<file path="config.mk">
export PLATFORM = sky130hd
export DESIGN_NAME = decode_stage
export DESIGN_NICKNAME = d
export VERILOG_FILES = /design/src/rtl/decode_stage.sv
export SDC_FILE = /design/constraint.sdc
export NUM_CORES = 1
export LEC_CHECK = 0
export CAP_MARGIN = 5
export CORE_MARGIN = 5
export CORE_UTILIZATION = 26
export DETAILED_ROUTE_END_ITERATION = 16
export PLACE_DENSITY = 0.51
export SYNTH_ARGS = -nofsm -noshare
export SYNTH_HDL_FRONTEND = slang
export SYNTH_SLANG_ARGS = --single-unit
</file>
<file path="constraint.sdc">
create_clock -name clk -period 4.53 [get_ports clk]
set_input_delay 1.1325 -clock clk [delete_from_list [all_inputs] [get_ports clk]]
set_output_delay 1.1325 -clock clk [all_outputs]
set_load 0.02 [all_outputs]
</file>
<file path="src/rtl/decode_stage.sv">
// rtl/decode_stage.sv - instruction decode stage with RAW scoreboard interlock (optional macro: DECODE_ILLEGAL_EN)
module decode_stage #(
  parameter int READ_LAT = 1
) (
  input  logic        clk,
  input  logic        rst_n,
  input  logic        in_valid,
  output logic        in_ready,
  input  logic [31:0] in_instr,
  input  logic [31:0] in_pc,
  input  logic        flush,
  output logic [4:0]  rf_rr1,
  output logic [4:0]  rf_rr2,
  input  logic        wb_en,
  input  logic [4:0]  wb_rd,
  output logic        out_valid,
  input  logic        out_ready,
  output logic [31:0] out_pc,
  output logic [6:0]  out_opcode,
  output logic [2:0]  out_funct3,
  output logic        out_funct7b5,
  output logic [4:0]  out_rd,
  output logic        out_rd_we,
`ifdef DECODE_ILLEGAL_EN
  output logic        out_illegal,
`endif
  output logic [31:0] out_imm
);

  localparam logic [6:0] OPC_LOAD   = 7'h03;
  localparam logic [6:0] OPC_MISC   = 7'h0F;
  localparam logic [6:0] OPC_OPIMM  = 7'h13;
  localparam logic [6:0] OPC_AUIPC  = 7'h17;
  localparam logic [6:0] OPC_STORE  = 7'h23;
  localparam logic [6:0] OPC_OP     = 7'h33;
  localparam logic [6:0] OPC_LUI    = 7'h37;
  localparam logic [6:0] OPC_BRANCH = 7'h63;
  localparam logic [6:0] OPC_JALR   = 7'h67;
  localparam logic [6:0] OPC_JAL    = 7'h6F;
  localparam logic [6:0] OPC_SYSTEM = 7'h73;

  // Last value of the wb-free cycle counter before read data is trusted
  localparam logic [1:0] LAST_CNT = 2'(READ_LAT - 1);

  typedef enum logic [1:0] {S_EMPTY, S_CHECK, S_READ, S_VALID} state_t;

  state_t      state_q, state_d;
  logic [1:0]  cnt_q, cnt_d;
  logic [31:0] instr_q, instr_d;
  logic [31:0] pc_q, pc_d;
  logic [31:0] busy_q, busy_d;

  logic [6:0]  opcode_w;
  logic [4:0]  rd_w, rs1_w, rs2_w;
  logic [31:0] imm_w;
  logic        rd_we_w, uses_rs1_w, uses_rs2_w, illegal_w;
  logic        hazard_w, accept_w, handoff_w;

  assign opcode_w = instr_q[6:0];
  assign rd_w     = instr_q[11:7];
  assign rs1_w    = instr_q[19:15];
  assign rs2_w    = instr_q[24:20];

  // Field decode of the held instruction: immediate format, rd write, source usage
  always_comb begin
    illegal_w = 1'b0;
`ifdef DECODE_ILLEGAL_EN
    case (opcode_w)
      OPC_LOAD, OPC_MISC, OPC_OPIMM, OPC_AUIPC, OPC_STORE, OPC_OP,
      OPC_LUI, OPC_BRANCH, OPC_JALR, OPC_JAL, OPC_SYSTEM: illegal_w = 1'b0;
      default: illegal_w = 1'b1;
    endcase
`endif
    imm_w      = '0;
    rd_we_w    = 1'b0;
    uses_rs1_w = 1'b1;
    uses_rs2_w = 1'b0;
    case (opcode_w)
      OPC_OPIMM, OPC_LOAD, OPC_JALR: begin
        imm_w   = {{20{instr_q[31]}}, instr_q[31:20]};
        rd_we_w = 1'b1;
      end
      OPC_STORE: begin
        imm_w      = {{20{instr_q[31]}}, instr_q[31:25], instr_q[11:7]};
        uses_rs2_w = 1'b1;
      end
      OPC_BRANCH: begin
        imm_w      = {{19{instr_q[31]}}, instr_q[31], instr_q[7], instr_q[30:25], instr_q[11:8], 1'b0};
        uses_rs2_w = 1'b1;
      end
      OPC_LUI, OPC_AUIPC: begin
        imm_w      = {instr_q[31:12], 12'b0};
        rd_we_w    = 1'b1;
        uses_rs1_w = 1'b0;
      end
      OPC_JAL: begin
        imm_w      = {{11{instr_q[31]}}, instr_q[31], instr_q[19:12], instr_q[20], instr_q[30:21], 1'b0};
        rd_we_w    = 1'b1;
        uses_rs1_w = 1'b0;
      end
      OPC_OP: begin
        rd_we_w    = 1'b1;
        uses_rs2_w = 1'b1;
      end
      default: ;
    endcase
    if (rd_w == 5'd0) rd_we_w = 1'b0;
    // Illegal bundles pass straight through: no result, no interlock
    if (illegal_w) begin
      imm_w      = '0;
      rd_we_w    = 1'b0;
      uses_rs1_w = 1'b0;
      uses_rs2_w = 1'b0;
    end
  end

  // Hazard looks only at the registered scoreboard, so a release lands one cycle after wb_en
  assign hazard_w  = (uses_rs1_w && busy_q[rs1_w]) || (uses_rs2_w && busy_q[rs2_w]);
  assign in_ready  = !flush && ((state_q == S_EMPTY) || ((state_q == S_VALID) && out_ready));
  assign accept_w  = in_valid && in_ready;
  assign handoff_w = (state_q == S_VALID) && out_ready && !flush;

  // Next-state: capture, hazard wait, read-latency count, handoff; flush overrides
  always_comb begin
    state_d = state_q;
    cnt_d   = cnt_q;
    instr_d = instr_q;
    pc_d    = pc_q;
    if (accept_w) begin
      instr_d = in_instr;
      pc_d    = in_pc;
    end
    case (state_q)
      S_EMPTY: if (accept_w) state_d = S_CHECK;
      S_CHECK: begin
        if (!hazard_w) begin
          state_d = S_READ;
          cnt_d   = '0;
        end
      end
      S_READ: begin
        // A write cycle leaves stale read data, so the wait starts over
        if (wb_en) begin
          cnt_d = '0;
        end else if (cnt_q == LAST_CNT) begin
          state_d = S_VALID;
          cnt_d   = '0;
        end else begin
          cnt_d = cnt_q + 2'd1;
        end
      end
      S_VALID: begin
        if (handoff_w) state_d = accept_w ? S_CHECK : S_EMPTY;
      end
      default: state_d = S_EMPTY;
    endcase
    if (flush) state_d = S_EMPTY;
  end

  // Scoreboard update: clear on writeback, then set on handoff so set wins
  always_comb begin
    busy_d = busy_q;
    if (wb_en) busy_d[wb_rd] = 1'b0;
    if (handoff_w && rd_we_w) busy_d[rd_w] = 1'b1;
    busy_d[0] = 1'b0;
  end

  // State, held instruction and scoreboard registers
  always_ff @(posedge clk or negedge rst_n) begin
    if (!rst_n) begin
      state_q <= S_EMPTY;
      cnt_q   <= '0;
      instr_q <= '0;
      pc_q    <= '0;
      busy_q  <= '0;
    end else begin
      state_q <= state_d;
      cnt_q   <= cnt_d;
      instr_q <= instr_d;
      pc_q    <= pc_d;
      busy_q  <= busy_d;
    end
  end

  // Output gating: bundle only in VALID, read addresses whenever an instruction is held
  always_comb begin
    out_valid    = (state_q == S_VALID);
    out_pc       = '0;
    out_opcode   = '0;
    out_funct3   = '0;
    out_funct7b5 = 1'b0;
    out_rd       = '0;
    out_rd_we    = 1'b0;
    out_imm      = '0;
`ifdef DECODE_ILLEGAL_EN
    out_illegal  = 1'b0;
`endif
    if (state_q == S_VALID) begin
      out_pc       = pc_q;
      out_opcode   = opcode_w;
      out_funct3   = instr_q[14:12];
      out_funct7b5 = instr_q[30];
      out_rd       = rd_w;
      out_rd_we    = rd_we_w;
      out_imm      = imm_w;
`ifdef DECODE_ILLEGAL_EN
      out_illegal  = illegal_w;
`endif
    end
    rf_rr1 = (state_q == S_EMPTY) ? 5'd0 : rs1_w;
    rf_rr2 = (state_q == S_EMPTY) ? 5'd0 : rs2_w;
  end

endmodule

</file>
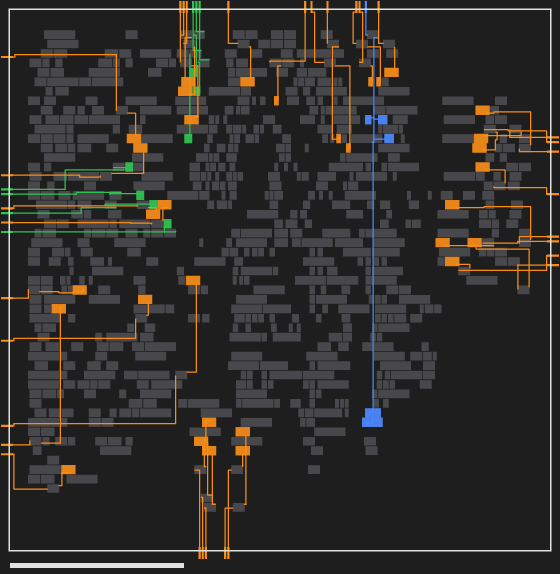
*I/O nets highlighted, run 1*
Bar = 50 µm.
| port | colour | bits | direction | end cells | buffers | wire |
|---|---|---|---|---|---|---|
| wb_en | blue | 1 | input | 7 | 1 | 135 µm |
| out_opcode | green | 7 | output | 7 | 7 | 267 µm |
| in_instr | orange | 32 | input | 32 | 32 | 1,140 µm |
num ports: 168
IO Port Bufs: 167

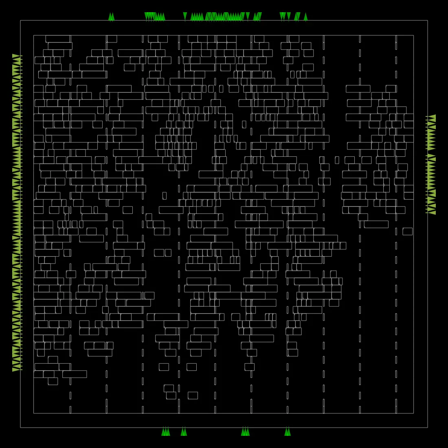
*Cell outlines without signal wires, run 1*
core area: 20,900 µm²
flop share of the area: 32.1%
Fill cells: 2,112
fin cells: 955
# rows: 53

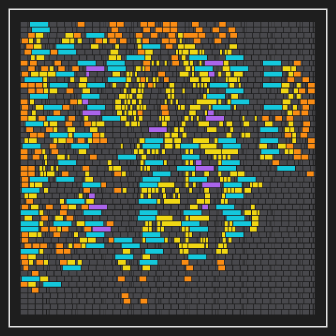
*Cell classes on the final placement, run 1*
Fill, decap, tap and diode cells in grey.
| class | colour | cells | share of their area |
|---|---|---|---|
| flops | cyan | 99 | 34% |
| other buffers and delay cells | orange | 175 | 24% |
| all other logic | yellow | 390 | 39% |
| clock drivers and dummy loads | purple | 16 | 3.8% |
post-layout util: 37.0%
Design Area, Final: 7720 µm²

==> results.cfg, run 1 <==
; physical design summary
[yosys]
fp_nets = 599
syn_area_per_cell_um2 = 10.6
top_area_cell = dfrtp_1
synth-seq-cells = 99
syn_area_um2 = 5490
yosys_cells = 518
ys_top_cells_by_count = 99 x dfrtp_1, 70 x o21ai_0, 63 x mux2_2

[global_routing]
grtUsageMet3_pct = 5.95
grt_pass1_wl_um = 28700
globalRouteOverflowTotal = 0
met2_usage_pct = 24.4

[final_layout]
drive_gt1_share_pct = 16.0
mi_logic_area_um2 = 2830
bufAreaShareNonClock_pct = 22.6
ff_latch_area_um2 = 2480
reg_top3 = instr_q x32, pc_q x32, busy_q x31
nClkBuffers = 9
inv_count = 12

[worst_hold_path]
min_from = pc_q[12]

[run_status]
status = complete, no violations

[run]
openroad.warnings = 30

[setup_path]
r2r-start = instr_q[20]
required_ns = 3.40
cp_num_buf_inv = 1
start_kind = flop
startpoint = instr_q[6]
crit_path_frequent_cell = nor2_1
setup.worst_path.class = reg -> out
reg2reg_slack_ns = 1.42
endpoint = out_imm[17]
slowest_stage = clkdlybuf4s50_1

[final_timing]
rsz0062_at_grt = false
post-route-min-period_ns = 3.84
maxSlewViolCount = 0
fin_skew_ns = 0.00898
relSlewSlack_pct = 42.1
hold_violations = 0
finalSetupViolCount = 0
fin_ws_ns = 0.689
fin_crit_sh_pct = 84.8

[die]
die_x_um = 155
nWellTaps = 275

[detailed_routing]
wl_met3_um = 1810
vias = 4628
drc_errors = 0

[clocking]
clock_sinks = 99
cts_setup_buffers = 0
cts_made_buffers = 9
clockRootBuffer = clkbuf_16

[place]
hpwl_um = 13600
placedCellCount = 939
run 1: per-stage QoR:
step | utilization (%) | instance area (µm²)
2_1_floorplan | - | 5490
3_3_place_gp | 35.6 | 7440
3_5_place_dp | 35.6 | 7440
4_1_cts | 37.0 | 7720
5_1_grt | 37.0 | 7720
6_report | 37.0 | 7720
run 1: cell families (layout without fill, tap and decap cells):
logic type      after synthesis  after routing  synth area share, %
simple gates                169            169                 17.6
flops                        99             99                 45.1
buf+inv                      41            203                 3.33
fa+ha+maj                     6              6                 1.37
mux                          83             83                 19.0
compound gates              120            120                 13.6
run 1: power by group:
group | internal (mW) | switching (mW) | leakage [nW] | total (mW)
Combinational | 0.671 | 0.546 | 1.67 | 1.22
Clock | 0.382 | 0.371 | 0.141 | 0.753
Sequential | 1.18 | 0.441 | 1.24 | 1.62
### Cells by drive strength, run 1

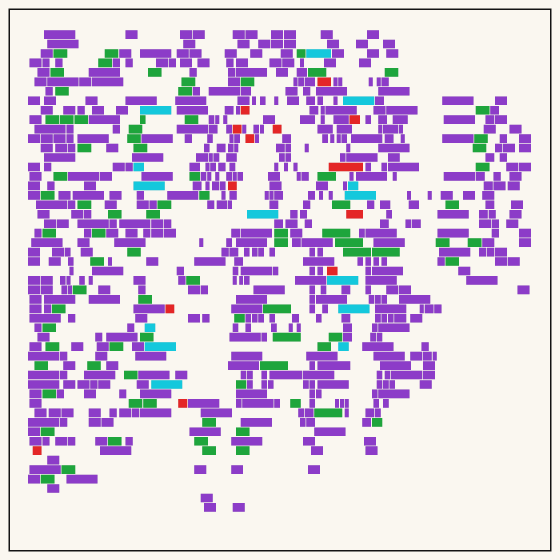

==> run 2, diff against run 1 <==
- clock period: 4.53 -> 3.58 ns (I/O delays scaled with it)
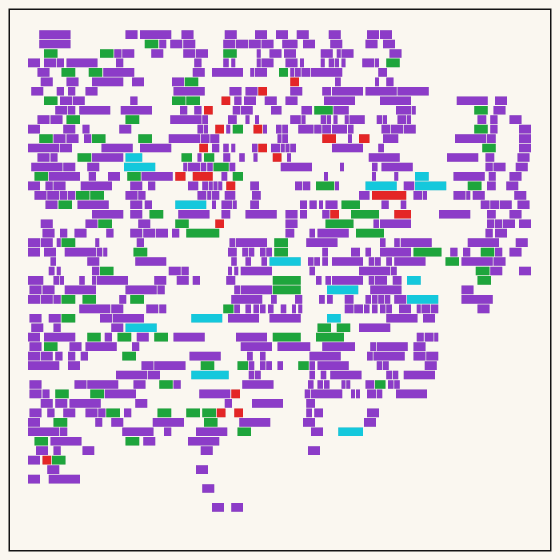
*Cells by drive strength, run 2*
| size | colour | cells | share | most used |
|---|---|---|---|---|
| drive 6 and up | cyan | 15 | 2.2% | clkbuf_16 |
| drive 1 or less | purple | 566 | 82% | clkdlybuf4s50_1 |
| drive 2 | green | 85 | 12% | mux2_2 |
| drive 3 to 4 | red | 22 | 3.2% | buf_4 |
Syn-to-layout area delta: 43.0%
setup ws final: 0.113 ns
Design Area, Final: 7850 µm²
bufs w/o clock: 183

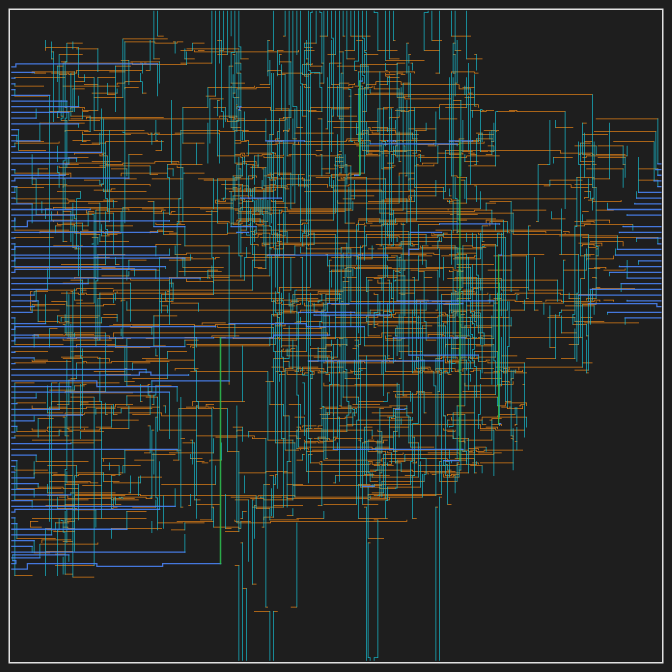
*Metal layers overlaid, run 2*
| layer | colour | wire length |
|---|---|---|
| met3 | blue | 1,930 µm |
| met4 | green | 192 µm |
| met1 | orange | 8,050 µm |
| met2 | cyan | 8,690 µm |
Total GRT Usage: 15.6%
routed len/inst: 19.6 µm
Total Wirelength: 18,900 µm

==> results.cfg, run 2 <==
; physical design summary
[setup_path]
start_kind = flop
cp_num_buf_inv = 1
setup.worst_path.class = reg -> out
required_ns = 2.68
worst_ep_arrival_time_ns = 2.57
r2r-start = instr_q[15]
slowest_stage = clkdlybuf4s50_1
slowest_delay_ns = 0.63
reg2reg_slack_ns = 0.56
startpoint = instr_q[6]
worstPathCellList = or3b_2, a21oi_4, nand2_1, a21oi_1, clkdlybuf4s50_1
endpoint = out_imm[16]
cp-end-kind = output pin
reg2reg_depth = 6

[yosys]
xor_share_pct = 0
syn_area_um2 = 5490
top_cells_by_area = dfrtp_1 45%, mux2_2 13%, o21ai_0 6.4%
adder_share_pct = 1.37
post_synth_num_cell_types = 49
synth-seq-cells = 99
syn_area_per_cell_um2 = 10.6
ys_sh_mux_pct = 19.0
fp_nets = 599
ys_sh_aoi_pct = 13.6
simple_gate_share_pct = 17.6
netlist_logic_family_top = multiplexers
yosys_cells = 518
top_area_cell = dfrtp_1
ys_top_cells_by_count = 99 x dfrtp_1, 70 x o21ai_0, 63 x mux2_2
flop_cell = dfrtp_1

[pwr]
totalPowerFinal_mw = 4.74
combPwrFrac_pct = 36.4
p_seq_share_pct = 41.5
clock_power_mw = 1.05
powerDensity_nw_per_um2 = 604
seq_power_mw = 1.97
power_frac_clock_pct = 22.2
p_sw_share_pct = 37.4
power-top-group = registers
p_comb_mw = 1.72
p_sw_mw = 1.77
intPower_mw = 2.97

[clocking]
clk_latency_ns = 0.35
cts_tree = done
cts_setup_buffers = 0
clk_pin_slew_ns = 0.08
cts_made_buffers = 9
ctsResizeCount = 2
holdBufCountCts = 0
clockRootBuffer = clkbuf_16
clock_sinks = 99
cts.path.max_buffers = 2

[final_layout]
final_util_pct = 37.6
drive_gt1_share_pct = 17.7
final-instance-count-excl-fill = 963
fillers = 2099
reg_top3 = instr_q x32, pc_q x32, busy_q x31

[detailed_routing]
drt_iter0_markers = 295
vias = 4681
drc_errors = 0

[final_timing]
fin_crit_sh_pct = 96.9
hold_violations = 0
fin_skew_ns = 0.0120
maxSlewViolCount = 0
finalSetupViolCount = 0
relSlewSlack_pct = 45.1
rsz0062_at_grt = false
post-route-min-period_ns = 3.47

[global_routing]
antenna_found_initial = 0
grt_pass1_wl_um = 29300
grt_pass1_vias = 5013
globalRouteOverflowTotal = 0

[run_status]
status = complete, no violations

[die]
io_pins = 168
floorplan.die_area_um2 = 24100
die_x_um = 155
coreArea_um2 = 20900
rows = 53

[place]
portBuffers = 167
hpwl_um = 13700
dpl-instance-area_um2 = 7480
pre_cts_slack_ns = 0.295
placedCellCount = 945

[worst_hold_path]
min_from = pc_q[0]

[run]
openroad.warnings = 30
max_cap_viol_count = 0
[run 2: cell counts after synthesis]
Identical to the previous run, type by type.
[run 2: per-layer routing]
metal  part of all wire, %  GRT usage (%)  vias up  routed length (µm)
met1                    43           20.0     2304                8050
met5                     0              0        -                   0
li1                      -              -     2189                   -
met4                   1.0           3.42        0                 192
met2                    46           24.4      180                8690
met3                    10           6.95        8                1930
[run 2: layout make-up]
cell class / instances / area, µm² / share of cell area [%]
clock buffers: 10 / 239 / 3.04
clock inverters: 6 / 81.3 / 1.04
flip-flops and latches: 99 / 2480 / 31.6
well taps: 275 / 344 / 4.38
repair buffers: 183 / 1810 / 23.0
inverters: 12 / 45.0 / 0.574
multi-input cells: 378 / 2860 / 36.4
Power is estimated from default activity; no workload was simulated.
